==> src/rtl/rps_pkg.sv <==
// Shared rock-paper-scissors encodings, referee state enum and judging helpers.
// Used by the computer-pick, referee and display stages.
package rps_pkg;

  typedef enum logic [1:0] {
    SCISSORS = 2'b00,
    STONE    = 2'b01,
    PAPER    = 2'b10,
    NONE     = 2'b11
  } move_e;

  typedef enum logic [1:0] {
    RES_NONE   = 2'b00,
    RES_PLAYER = 2'b01,
    RES_CPU    = 2'b10,
    RES_DRAW   = 2'b11
  } result_e;

  typedef enum logic [1:0] {
    ST_IDLE   = 2'b00,
    ST_REVEAL = 2'b01,
    ST_UPDATE = 2'b10,
    ST_OVER   = 2'b11
  } judge_state_e;

  localparam logic [3:0] ROUND_MAX = 4'd15;

  // a beats b when a is the move after b in the scissors->stone->paper cycle
  function automatic logic rps_beats(input logic [1:0] a, input logic [1:0] b);
    logic [1:0] succ;
    succ = (b == PAPER) ? SCISSORS : b + 2'd1;
    return a == succ;
  endfunction

  function automatic logic rps_playable(input logic [1:0] m);
    return m != NONE;
  endfunction

  function automatic logic [1:0] rps_judge(input logic [1:0] player, input logic [1:0] cpu);
    logic [1:0] res;
    if (player == cpu)
      res = RES_DRAW;
    else if (rps_beats(player, cpu))
      res = RES_PLAYER;
    else
      res = RES_CPU;
    return res;
  endfunction

endpackage

==> src/rtl/rps_tick_counter.sv <==
// Counts tick pulses while enabled; done is combinational on the final counted tick.
// Zero latency on done; load/Clear restart the count from zero.
module rps_tick_counter
  import rps_pkg::*;
#(
  parameter int TICKS = 4
) (
  input  logic CLK,
  input  logic Clear,
  input  logic load,
  input  logic en,
  input  logic tick,
  output logic done
);

  localparam logic [3:0] LAST = 4'(TICKS - 1);

  logic [3:0] cnt;

  assign done = en && tick && (cnt == LAST);

  always_ff @(posedge CLK) begin
    if (Clear || load)
      cnt <= 4'd0;
    else if (en && tick)
      cnt <= done ? 4'd0 : cnt + 4'd1;
  end

endmodule

==> src/rtl/rps_round_judge.sv <==
// Referee: captures a round, holds the result for REVEAL_TICKS ticks, then scores it.
// Punches are only taken in IDLE (ready); anything thrown elsewhere is dropped, never queued.
module rps_round_judge
  import rps_pkg::*;
#(
  parameter int WIN_TARGET   = 3,
  parameter int REVEAL_TICKS = 4
) (
  input  logic       CLK,
  input  logic       Clear,
  input  logic       tick,
  input  logic       punch_valid,
  input  logic [1:0] punch_move,
  input  logic [1:0] cpu_move,
  input  logic       new_match,
  output logic       ready,
  output logic       reveal,
  output logic [1:0] player_q,
  output logic [1:0] cpu_q,
  output logic [1:0] result,
  output logic [2:0] player_score,
  output logic [2:0] cpu_score,
  output logic [3:0] round_count,
  output logic       match_over,
  output logic       player_won
);

  localparam logic [2:0] TARGET = 3'(WIN_TARGET);

  judge_state_e state_q, state_d;

  logic       accept;
  logic       reveal_done;
  logic [1:0] player_mv_q, cpu_mv_q, result_q;
  logic [2:0] player_score_q, cpu_score_q;
  logic [2:0] player_score_nxt, cpu_score_nxt;
  logic [3:0] round_count_q;
  logic       target_hit;

  rps_tick_counter #(
    .TICKS(REVEAL_TICKS)
  ) u_tick_counter (
    .CLK  (CLK),
    .Clear(Clear),
    .load (new_match || accept),
    .en   (state_q == ST_REVEAL),
    .tick (tick),
    .done (reveal_done)
  );

  // Scores after the pending round is applied; only committed in UPDATE
  always_comb begin
    player_score_nxt = player_score_q;
    cpu_score_nxt    = cpu_score_q;
    if (result_q == RES_PLAYER)
      player_score_nxt = player_score_q + 3'd1;
    else if (result_q == RES_CPU)
      cpu_score_nxt = cpu_score_q + 3'd1;
    target_hit = (player_score_nxt == TARGET) || (cpu_score_nxt == TARGET);
  end

  always_ff @(posedge CLK) begin
    if (Clear)
      state_q <= ST_IDLE;
    else
      state_q <= state_d;
  end

  always_comb begin
    state_d = state_q;
    accept  = 1'b0;
    case (state_q)
      ST_IDLE: begin
        if (punch_valid && rps_playable(punch_move) && rps_playable(cpu_move)) begin
          accept  = 1'b1;
          state_d = ST_REVEAL;
        end
      end
      ST_REVEAL: begin
        if (reveal_done)
          state_d = ST_UPDATE;
      end
      ST_UPDATE: state_d = target_hit ? ST_OVER : ST_IDLE;
      ST_OVER:   state_d = ST_OVER;
      default:   state_d = ST_IDLE;
    endcase
    // new_match outranks any punch and aborts a reveal before it is scored
    if (new_match) begin
      accept  = 1'b0;
      state_d = ST_IDLE;
    end
  end

  always_ff @(posedge CLK) begin
    if (Clear || new_match) begin
      player_mv_q    <= 2'b00;
      cpu_mv_q       <= 2'b00;
      result_q       <= RES_NONE;
      player_score_q <= 3'd0;
      cpu_score_q    <= 3'd0;
      round_count_q  <= 4'd0;
    end else if (accept) begin
      player_mv_q <= punch_move;
      cpu_mv_q    <= cpu_move;
      result_q    <= rps_judge(punch_move, cpu_move);
    end else if (state_q == ST_UPDATE) begin
      player_score_q <= player_score_nxt;
      cpu_score_q    <= cpu_score_nxt;
      if (round_count_q != ROUND_MAX)
        round_count_q <= round_count_q + 4'd1;
    end
  end

  assign ready        = (state_q == ST_IDLE);
  assign reveal       = (state_q == ST_REVEAL);
  assign match_over   = (state_q == ST_OVER);
  assign player_won   = match_over && (player_score_q == TARGET);
  assign player_q     = player_mv_q;
  assign cpu_q        = cpu_mv_q;
  assign result       = result_q;
  assign player_score = player_score_q;
  assign cpu_score    = cpu_score_q;
  assign round_count  = round_count_q;

endmodule

==> config.mk <==
export PLATFORM = sky130hd
export DESIGN_NAME = rps_round_judge
export DESIGN_NICKNAME = d
export VERILOG_FILES = /design/src/rtl/rps_pkg.sv /design/src/rtl/rps_tick_counter.sv /design/src/rtl/rps_round_judge.sv
export SDC_FILE = /design/constraint.sdc
export NUM_CORES = 1
export LEC_CHECK = 0
export CORE_AREA = 3 3 57 59
export DETAILED_ROUTE_END_ITERATION = 10
export DIE_AREA = 0 0 60 62
export GPL_TIMING_DRIVEN = 0
export MAX_ROUTING_LAYER = met4
export PLACE_DENSITY = 0.7
export SYNTH_ARGS = -nofsm -noshare
export SYNTH_HDL_FRONTEND = slang
export SYNTH_SLANG_ARGS = --single-unit
export TNS_END_PERCENT = 5
==> constraint.sdc <==
create_clock -name CLK -period 2.2 [get_ports CLK]
set_clock_uncertainty 0.05 [all_clocks]
set_input_delay 0.22 -clock CLK [delete_from_list [all_inputs] [get_ports CLK]]
set_output_delay 0.22 -clock CLK [all_outputs]
set_load 0.02 [all_outputs]
Figure 1. M1 wires (run 1).
Supply wires on this layer in grey.
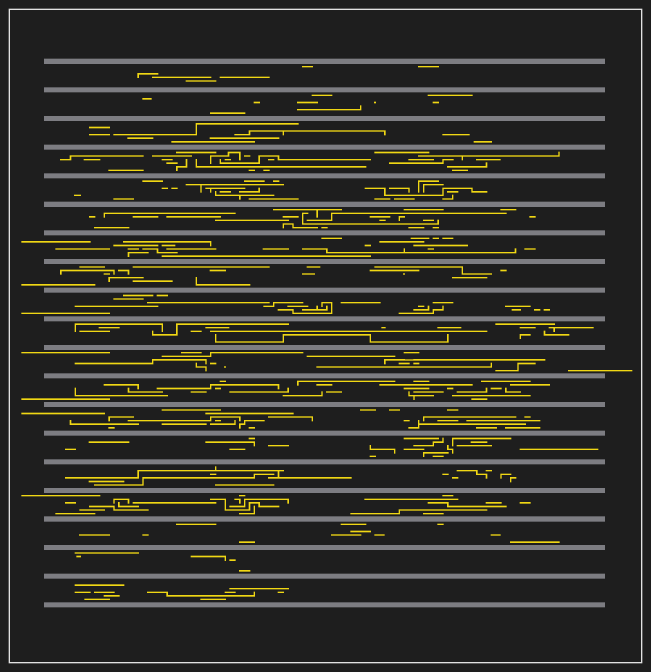
longest straight run: 26.2 µm
main direction: horizontal
wire length on this layer: 1,230 µm
Final Routed Wirelength: 2.64 mm
Via Count: 1,055
M1 GR Usage: 20.4%

Figure 2. Placed cells, one colour a class (run 1).
Bar = 20 µm. Fill, decap, tap and diode cells in grey.
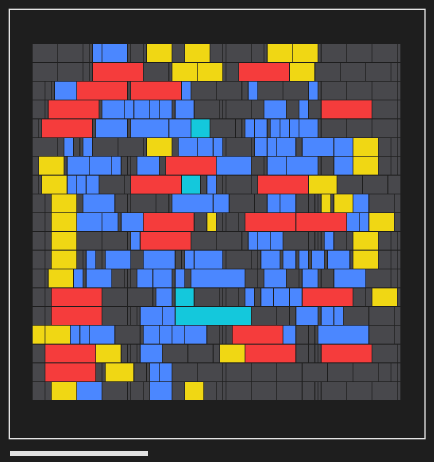
| colour | class | cells | share of their area |
|---|---|---|---|
| red | registers | 22 | 29% |
| blue | remaining logic cells | 104 | 47% |
| cyan | clock drivers and dummy loads | 4 | 3.5% |
| yellow | remaining buffers and delay cells | 32 | 20% |

==> Table 3: Implementation characteristics, run 1 <==
Table: implementation figures

Parameter                              Value

Floorplan
  Placeable core area .................. 2760 µm²
  Standard-cell rows .................. 19
  Number of I/O pins .................. 29
  Total die area .................. 3720 µm²
  Floorplan utilization .................. a little over two fifths
  Vertical die dimension .................. slightly above 60 µm

Worst setup path
  Most frequent cell on the critical path .................. sky130_fd_sc_hd__ha_1
  Crit-path max FO .................. 5
  Required arrival time at the worst endpoint .................. between 1.5 and 2 ns
  Buf+Inv Stages, Crit Path .................. 1
  Cell at the slowest stage of the critical path .................. sky130_fd_sc_hd__clkdlybuf4s50_1
  Crit. End Element .................. primary output
  Count of cell instances traversed by the critical path .................. 4

Final layout
  Most frequently placed logic cell in the final layout .................. sky130_fd_sc_hd__clkdlybuf4s50_1
  Post-route non-filler standard cell count .................. roughly 190
  Signed area change from the synthesized netlist to the final layout .................. 28.3%
  Cell area after layout .................. roughly 1500 µm²
  Proportion of layout cells with a drive suffix above 1 .................. 13.6%
  Number of diodes .................. 0
  Highest-count cells in the layout ignoring fill and taps .................. 25 x sky130_fd_sc_hd__clkdlybuf4s50_1, 22 x sky130_fd_sc_hd__dfxtp_1, 19 x sky130_fd_sc_hd__nor2_1
  Core utilization of the finished layout .................. between 50% and 60%

Clock network
  Depth of the CTS H-tree .................. 1
  Clock latency at the later pin of the worst-skew pair .................. 0.31 ns
  Post_cts resized .................. 0
  TritonCTS sink count .................. 22
  Clock root buffer master .................. sky130_fd_sc_hd__clkbuf_4
  TritonCTS clock tree .................. yes

Global routing
  Global-route wire length before repair .................. 4.35 mm
  Number of antenna violations at the first check in global routing .................. 0

Run status
  Status .................. completed

Detailed routing
  Via-per-instance ratio .................. approximately 5.5
  Number of design rule violations left after detail routing .................. 0
  Number of nets with antenna violations after routing .................. 0
  Iteration-0 DRC Markers .................. 7

Synth
  Number of instances in the synthesized netlist .................. 133
  Cell type with the largest total area .................. sky130_fd_sc_hd__dfxtp_1
  Number of cells in the yosys synthesis report .................. 133
  Post-synth seq share .................. 36.6%
  Largest cells by area .................. sky130_fd_sc_hd__dfxtp_1 37%, sky130_fd_sc_hd__nor2_1 5.9%, sky130_fd_sc_hd__ha_1 5.2%, sky130_fd_sc_hd__mux2i_1 5.0%, sky130_fd_sc_hd__xnor2_1 4.4%
  Portion of synthesized cell area occupied by the leading cell type .................. between 30% and 40%
  Synthesized area divided by synthesized cell count .................. 9.06 µm²
  Yosys Chip Area .................. roughly 1200 µm²
  Total nets after synthesis .................. 147
  Cell area after synthesis .................. between 1000 and 1500 µm²

Timing
  Post-route fraction of the period consumed by the critical path .................. 93.8%
  Setup TNS .................. 0 ns
  Relative slew slack .................. between 60% and 70%
  Unrepaired setup endpoints after global routing .................. no
  Transition at the pin with the smallest max-transition slack .................. 0.457 ns

Pwr
  Total power per unit cell area .................. 523 nW/µm²
  Maximum vdd drop .................. 540 µV
  Leakage .................. 0.557 nW

Run
  OpenROAD warning count .................. 26
  Count of max-cap constraint violations .................. 0

Min path
  Number of cells traversed by the worst hold path .................. 3

Place
  Placed standard-cell area .................. 1490 µm²
  Number of buffer cells added on primary ports .................. 25
  Cells after DPL .................. 189
Figure 3. Track usage over the die (run 1).
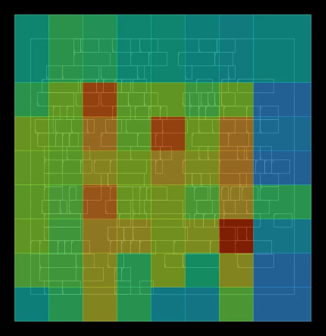
average wire length per cell after detail routing: 13.7 µm
total global routing track utilization: 16.0%
layer with the highest usage after global routing: met2
met2 usage in global routing: 25.6%

-- run 1: synth_stat cells (all sizes together) --
master / instances
o31ai: 1
nor2: 19
or3: 2
a41oi: 1
xnor2: 6
o211ai: 1
ha: 5
nand2b: 2
or2: 1
and4bb: 1
dfxtp: 22
a21oi: 11
clkbuf: 2
buf: 5
nand4: 1
a211o: 1
xor2: 1
a41o: 1
nand4b: 1
nor3: 3
and2: 1
o21ai: 4
inv: 3
a311oi: 1
nand3b: 2
nor3b: 2
mux2i: 6
nand2: 11
and3: 1
o31a: 1
nor2b: 3
nand3: 3
or3b: 1
a211oi: 3
a31oi: 4
-- run 1: flip-flops by register name, indices dropped and copies added, names as in the netlist --
name                flops
round_count             4
u_tick_counter.cnt      4
cpu_score               3
player_score            3
cpu_q                   2
player_q                2
result                  2
state_q                 2
-- run 1: area by class of cell --
type                    instances  area, µm²  share of cell area (%)
multi-input cells             101        703                    45.5
flip-flops and latches         22        440                    28.5
repair buffers                 25        250                    16.2
plain buffers                   7       50.0                    3.24
well taps                      31       38.8                    2.51
clock inverters                 1       30.0                    1.94
clock buffers                   3       22.5                    1.46
inverters                       3       11.3                   0.728
-- run 1: kinds of logic after synthesis --
kind of cell	synth area share [%]
adder cells (fa/ha/maj)	5.19
XOR/XNOR	5.09
flip-flops	36.6
multiplexers	4.98
buffers and inverters	5.09
AND-OR/OR-AND	17.1
AND/OR/NAND/NOR	26.0
-- run 1: metal layers --
| metal | wire length [µm] | GRT usage, % | vias to the layer above |
|---|---|---|---|
| met5 | 0 | - | - |
| met4 | 17 | 6.01 | 0 |
| met3 | 110 | 2.48 | 4 |
| met2 | 1280 | 25.6 | 24 |
| met1 | 1230 | 20.4 | 496 |
| li1 | - | - | 531 |
-- run 1: final timing paths --
kind	slack, ns	from	end
hold / removal	0.15	punch_move[0]	player_q[0]$_SDFFE_PP0P_
setup / recovery	0.14	player_score[0]$_SDFFE_PP0P_	player_won
hold reg to reg	0.46	u_tick_counter.cnt[1]$_SDFFE_PP0P_	u_tick_counter.cnt[1]$_SDFFE_PP0P_
setup reg to reg	0.67	player_score[0]$_SDFFE_PP0P_	state_q[0]$_SDFFE_PP0P_
-- run 1: report_power, final --
group	internal, mW	total [mW]	switching [mW]
Clock	0.184	0.312	0.128
Sequential	0.403	0.406	0.00335
Combinational	0.0425	0.0905	0.0480
-- run 1: tightest hold or removal path, cell delays in order --
cell and delay, ns:
sky130_fd_sc_hd__buf_6 0.10, sky130_fd_sc_hd__mux2i_1 0.07, sky130_fd_sc_hd__nor2_1 0.08
-- run 1: per-stage QoR --
| step | power (mW) | setup slack (ns) | hold slack, ns |
|---|---|---|---|
| after global placement | 0.504 | 0.365 | 0.419 |
| after CTS | 0.818 | 0.115 | 0.148 |
| final | 0.809 | 0.136 | 0.151 |
| after global routing | 0.844 | 0.0145 | 0.172 |
| after floorplan | 0.473 | 0.641 | 0.314 |
| after detailed placement | 0.506 | 0.326 | 0.430 |
## Run 2: what changed since run 1
Settings changed: ABC_AREA from default to 1, CORE_AREA 3 3 57 59 to 3 3 58 60, DIE_AREA 0 0 60 62 to 0 0 61 63, PLACE_DENSITY 0.7 to 0.68.
Figure 4. M1 wires (run 2).
Supply wires on this layer in grey.
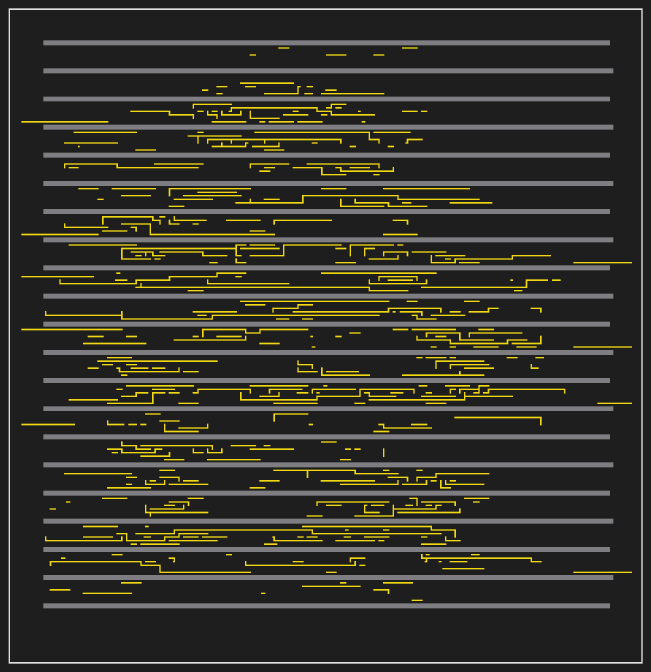
main direction: horizontal
wire length on this layer: 1,290 µm
Via Count: 1,171
M1 GR Usage: 20.7%

Figure 5. Placed cells, one colour a class (run 2).
Bar = 20 µm. Fill, decap, tap and diode cells in grey.
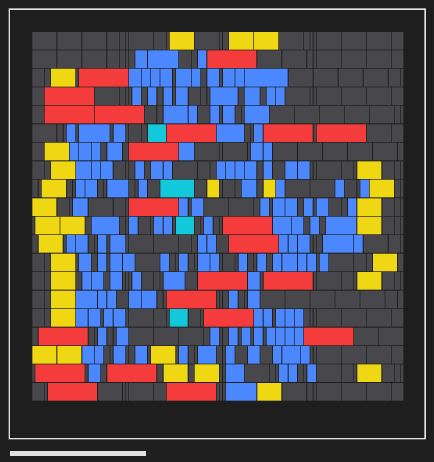
| colour | class | cells | share of their area |
|---|---|---|---|
| cyan | clock drivers and dummy loads | 4 | 2.4% |
| red | registers | 22 | 29% |
| blue | remaining logic cells | 152 | 50% |
| yellow | remaining buffers and delay cells | 30 | 19% |
sequential cell area share: 27.9%
core utilization of the finished layout: 53.0%
standard-cell rows: 20

==> run 2 against run 1 <==
Effect of this change:
- first-iteration DRC count went up to 3.1 times the previous value
- largest cell class unchanged
- highest routed layer unchanged
- routed wire length is 0.80% lower
- worst hold slack better by 0.30 ns
- combinational power is 1% lower
- sequential share of layout area is 0.56 points lower
- sequential power hardly changed
- clock-buffer cell count is 1 higher
- final cell count is 25% higher
==> Table 3: Implementation characteristics, run 2 <==
Table: implementation figures

Parameter                              Value

Floorplan
  Floorplan utilization .................. 41.0% (-2.7 points)
  Placeable core area .................. 2980 µm² (+8.0%)
  Number of I/O pins .................. 29 (unchanged)
  Total die area .................. 3840 µm² (+3.3%)
  Vertical die dimension .................. 63 µm (+1.6%)

Detailed routing
  Average wire length per cell after detail routing .................. 10.9 µm (-21%)
  Iteration-0 DRC Markers .................. 22 (+15)
  Final Routed Wirelength .................. 2.62 mm (-0.80%)
  Via-per-instance ratio .................. 4.86 (-11%)
  Number of nets with antenna violations after routing .................. 0 (unchanged)
  Number of design rule violations left after detail routing .................. 0 (unchanged)

Timing
  Hold slack .................. 0.452 ns (+0.301 ns)
  Final Max Tran Viols .................. 0
  Setup TNS .................. 0 ns (unchanged)
  Unrepaired setup endpoints after global routing .................. no
  Post-route fraction of the period consumed by the critical path .................. 91.0% (-2.8 points)
  Transition at the pin with the smallest max-transition slack .................. 0.542 ns (+0.0842 ns)
  Relative slew slack .................. 63.8% (-5.7 points)
  Final setup margin .................. 0.197 ns (+0.0606 ns)

Synth
  Number of instances in the synthesized netlist .................. 176 (+32%)
  Portion of synthesized cell area occupied by the leading cell type .................. 36.1% (-0.45 points)
  Post-synth seq share .................. 36.1% (-0.45 points)
  Count of flip-flops with a built-in enable after synthesis .................. 0 (unchanged)
  Largest cells by area .................. sky130_fd_sc_hd__dfxtp_1 36%, sky130_fd_sc_hd__nand2_1 12%, sky130_fd_sc_hd__inv_1 9.5%, sky130_fd_sc_hd__nand3_1 5.7%, sky130_fd_sc_hd__o21ai_0 5.3%
  Yosys Chip Area .................. 1220 µm² (+1.2%)
  Total nets after synthesis .................. 190 (+29%)
  Cell type with the largest total area .................. sky130_fd_sc_hd__dfxtp_1
  Ys flop type .................. sky130_fd_sc_hd__dfxtp_1
  Top cells by instance count after synthesis .................. 38 x sky130_fd_sc_hd__nand2_1, 31 x sky130_fd_sc_hd__inv_1, 22 x sky130_fd_sc_hd__dfxtp_1
  Synthesized area divided by synthesized cell count .................. 6.93 µm² (-23%)
  Cell area after synthesis .................. 1220 µm² (+1.2%)
  Number of cells in the yosys synthesis report .................. 176 (+32%)
  Fraction of registers with async set/reset .................. 0% (unchanged)
  Most numerous cell in the Yosys netlist .................. sky130_fd_sc_hd__nand2_1

Worst setup path
  Crit-path max FO .................. 5 (unchanged)
  Critical path type .................. reg -> out
  Cell at the slowest stage of the critical path .................. sky130_fd_sc_hd__clkdlybuf4s50_1
  Count of cell instances traversed by the critical path .................. 5 (+1)
  Critical path's top delay family .................. buffers and inverters
  Crit path largest cell delay .................. 0.60 ns
  Crit. End Element .................. primary output
  Required arrival time at the worst endpoint .................. 1.93 ns (about the same)
  Buf+Inv Stages, Crit Path .................. 2 (+1)
  Most frequent cell on the critical path .................. sky130_fd_sc_hd__ha_1

Clock network
  Clock root buffer master .................. sky130_fd_sc_hd__clkbuf_4
  TritonCTS sink count .................. 22 (unchanged)
  Depth of the CTS H-tree .................. 1 (unchanged)
  Post_cts resized .................. 0 (unchanged)
  Clock slew at reported path FFs .................. 0.12 ns
  Clock latency at the later pin of the worst-skew pair .................. 0.30 ns (about the same)
  # hold bufs at CTS .................. 0
  TritonCTS clock tree .................. yes
  Post-CTS Setup Repair Bufs .................. 0

Place
  HPWL after detailed placement .................. 2.09 mm
  Number of buffer cells added on primary ports .................. 28 (+12%)
  Post-placement setup slack .................. 0.384 ns (+0.0585 ns)

Min path
  Number of cells traversed by the worst hold path .................. 2 (-1)

Final layout
  Highest-count cells in the layout ignoring fill and taps .................. 38 x sky130_fd_sc_hd__nand2_1, 31 x sky130_fd_sc_hd__inv_1, 28 x sky130_fd_sc_hd__clkdlybuf4s50_1
  Most frequently placed logic cell in the final layout .................. sky130_fd_sc_hd__nand2_1
  Signed area change from the synthesized netlist to the final layout .................. 29.3%
  Proportion of layout cells with a drive suffix above 1 .................. 11.1% (-2.5 points)
  Post-layout net count .................. 223
  Number of diodes .................. 0 (unchanged)

Pwr
  Combinational power share .................. 12.5% (+1.3 points)
  Seq pwr share .................. 57.2% (+7.0 points)
  Maximum vdd drop .................. 347 µV (-36%)
  Internal .................. 0.543 mW (-14%)
  Leakage .................. 0.672 nW (+21%)
  Switching component of the power .................. 0.173 mW (-3.8%)
  Total design power .................. 0.716 mW (-11%)
  Clock Power Share .................. 30.3% (-8.3 points)
  Total power per unit cell area .................. 454 nW/µm² (-13%)
  Switching Fraction .................. 24.1% (+1.9 points)

Global routing
  Total global routing track utilization .................. 15.6% (-0.45 points)
  Global-route wire length before repair .................. 4.58 mm (+5.4%)
  Number of antenna violations at the first check in global routing .................. 0 (unchanged)
  Vias in the first global route .................. 1,099

Run
  Count of max-cap constraint violations .................. 0 (unchanged)
  OpenROAD warning count .................. 26 (unchanged)

Run status
  Status .................. completed
run 2: power by group through the flow:
| stage | sequential, mW | clock [mW] | combinational [mW] |
|---|---|---|---|
| 2_1_floorplan | 0.423 | 0 | 0.0451 |
| 3_3_place_gp | 0.418 | 0 | 0.0877 |
| 3_5_place_dp | 0.418 | 0 | 0.0897 |
| 4_1_cts | 0.410 | 0.228 | 0.0899 |
| 5_1_grt | 0.410 | 0.243 | 0.0983 |
| 6_report | 0.409 | 0.217 | 0.0895 |
run 2: through the flow:
step | area [µm²] | instances
after floorplan | 1220 | 176
after CTS | 1580 | 241
final | 1580 | 241
after global routing | 1580 | 241
after global placement | 1540 | 237
after detailed placement | 1540 | 237
run 2: worst register-to-register path, cell delays in order, from the launching register on:
cell and delay [ns]:
sky130_fd_sc_hd__dfxtp_1 0.36, sky130_fd_sc_hd__ha_1 0.21, sky130_fd_sc_hd__ha_1 0.27, sky130_fd_sc_hd__nand3_1 0.08
sky130_fd_sc_hd__nand2_1 0.07, sky130_fd_sc_hd__nand3_1 0.08, sky130_fd_sc_hd__nand3_1 0.10, sky130_fd_sc_hd__nand3_1 0.07
sky130_fd_sc_hd__nand2_1 0.05
run 2: worst paths after layout:
check	from	end	slack, ns
max	player_score[0]$_SDFFE_PP0P_	player_won	0.20
min	u_tick_counter.cnt[1]$_SDFFE_PP0P_	u_tick_counter.cnt[1]$_SDFFE_PP0P_	0.45
max reg2reg	player_score[0]$_SDFFE_PP0P_	state_q[0]$_SDFFE_PP0P_	0.76
min reg2reg	u_tick_counter.cnt[1]$_SDFFE_PP0P_	u_tick_counter.cnt[1]$_SDFFE_PP0P_	0.45
run 2: logic make-up (layout without fill, tap and decap cells):
logic type / after synthesis / after routing / share of synthesized area (%)
adders and majority gates: 5 / 5 / 5.13
DFF: 22 / 22 / 36.1
buffers and inverters: 36 / 68 / 11.4
xor gates and xnor gates: 2 / 2 / 1.44
AOI/OAI and AO/OA: 30 / 30 / 13.2
and+or+nand+nor: 81 / 81 / 32.7
run 2: routing by layer:
| layer | vias up | track usage [%] | part of all wire, % |
|---|---|---|---|
| met5 | - | - | 0 |
| met4 | 0 | 6.50 | 0.92 |
| met3 | 2 | 2.07 | 4.0 |
| met2 | 25 | 23.4 | 46 |
| met1 | 522 | 20.7 | 49 |
| li1 | 622 | - | - |
run 2: area by class of cell:
type | instances | area, µm² | area share, %
buffer | 2 | 10.0 | 0.634
clock buffer | 4 | 36.3 | 2.30
inverter | 34 | 129 | 8.17
multi-input combinational | 118 | 641 | 40.6
sequential | 22 | 440 | 27.9
tap | 33 | 41.3 | 2.62
timing repair buffer | 28 | 280 | 17.8
No activity file was given, so power comes from the tool's default toggle rates.
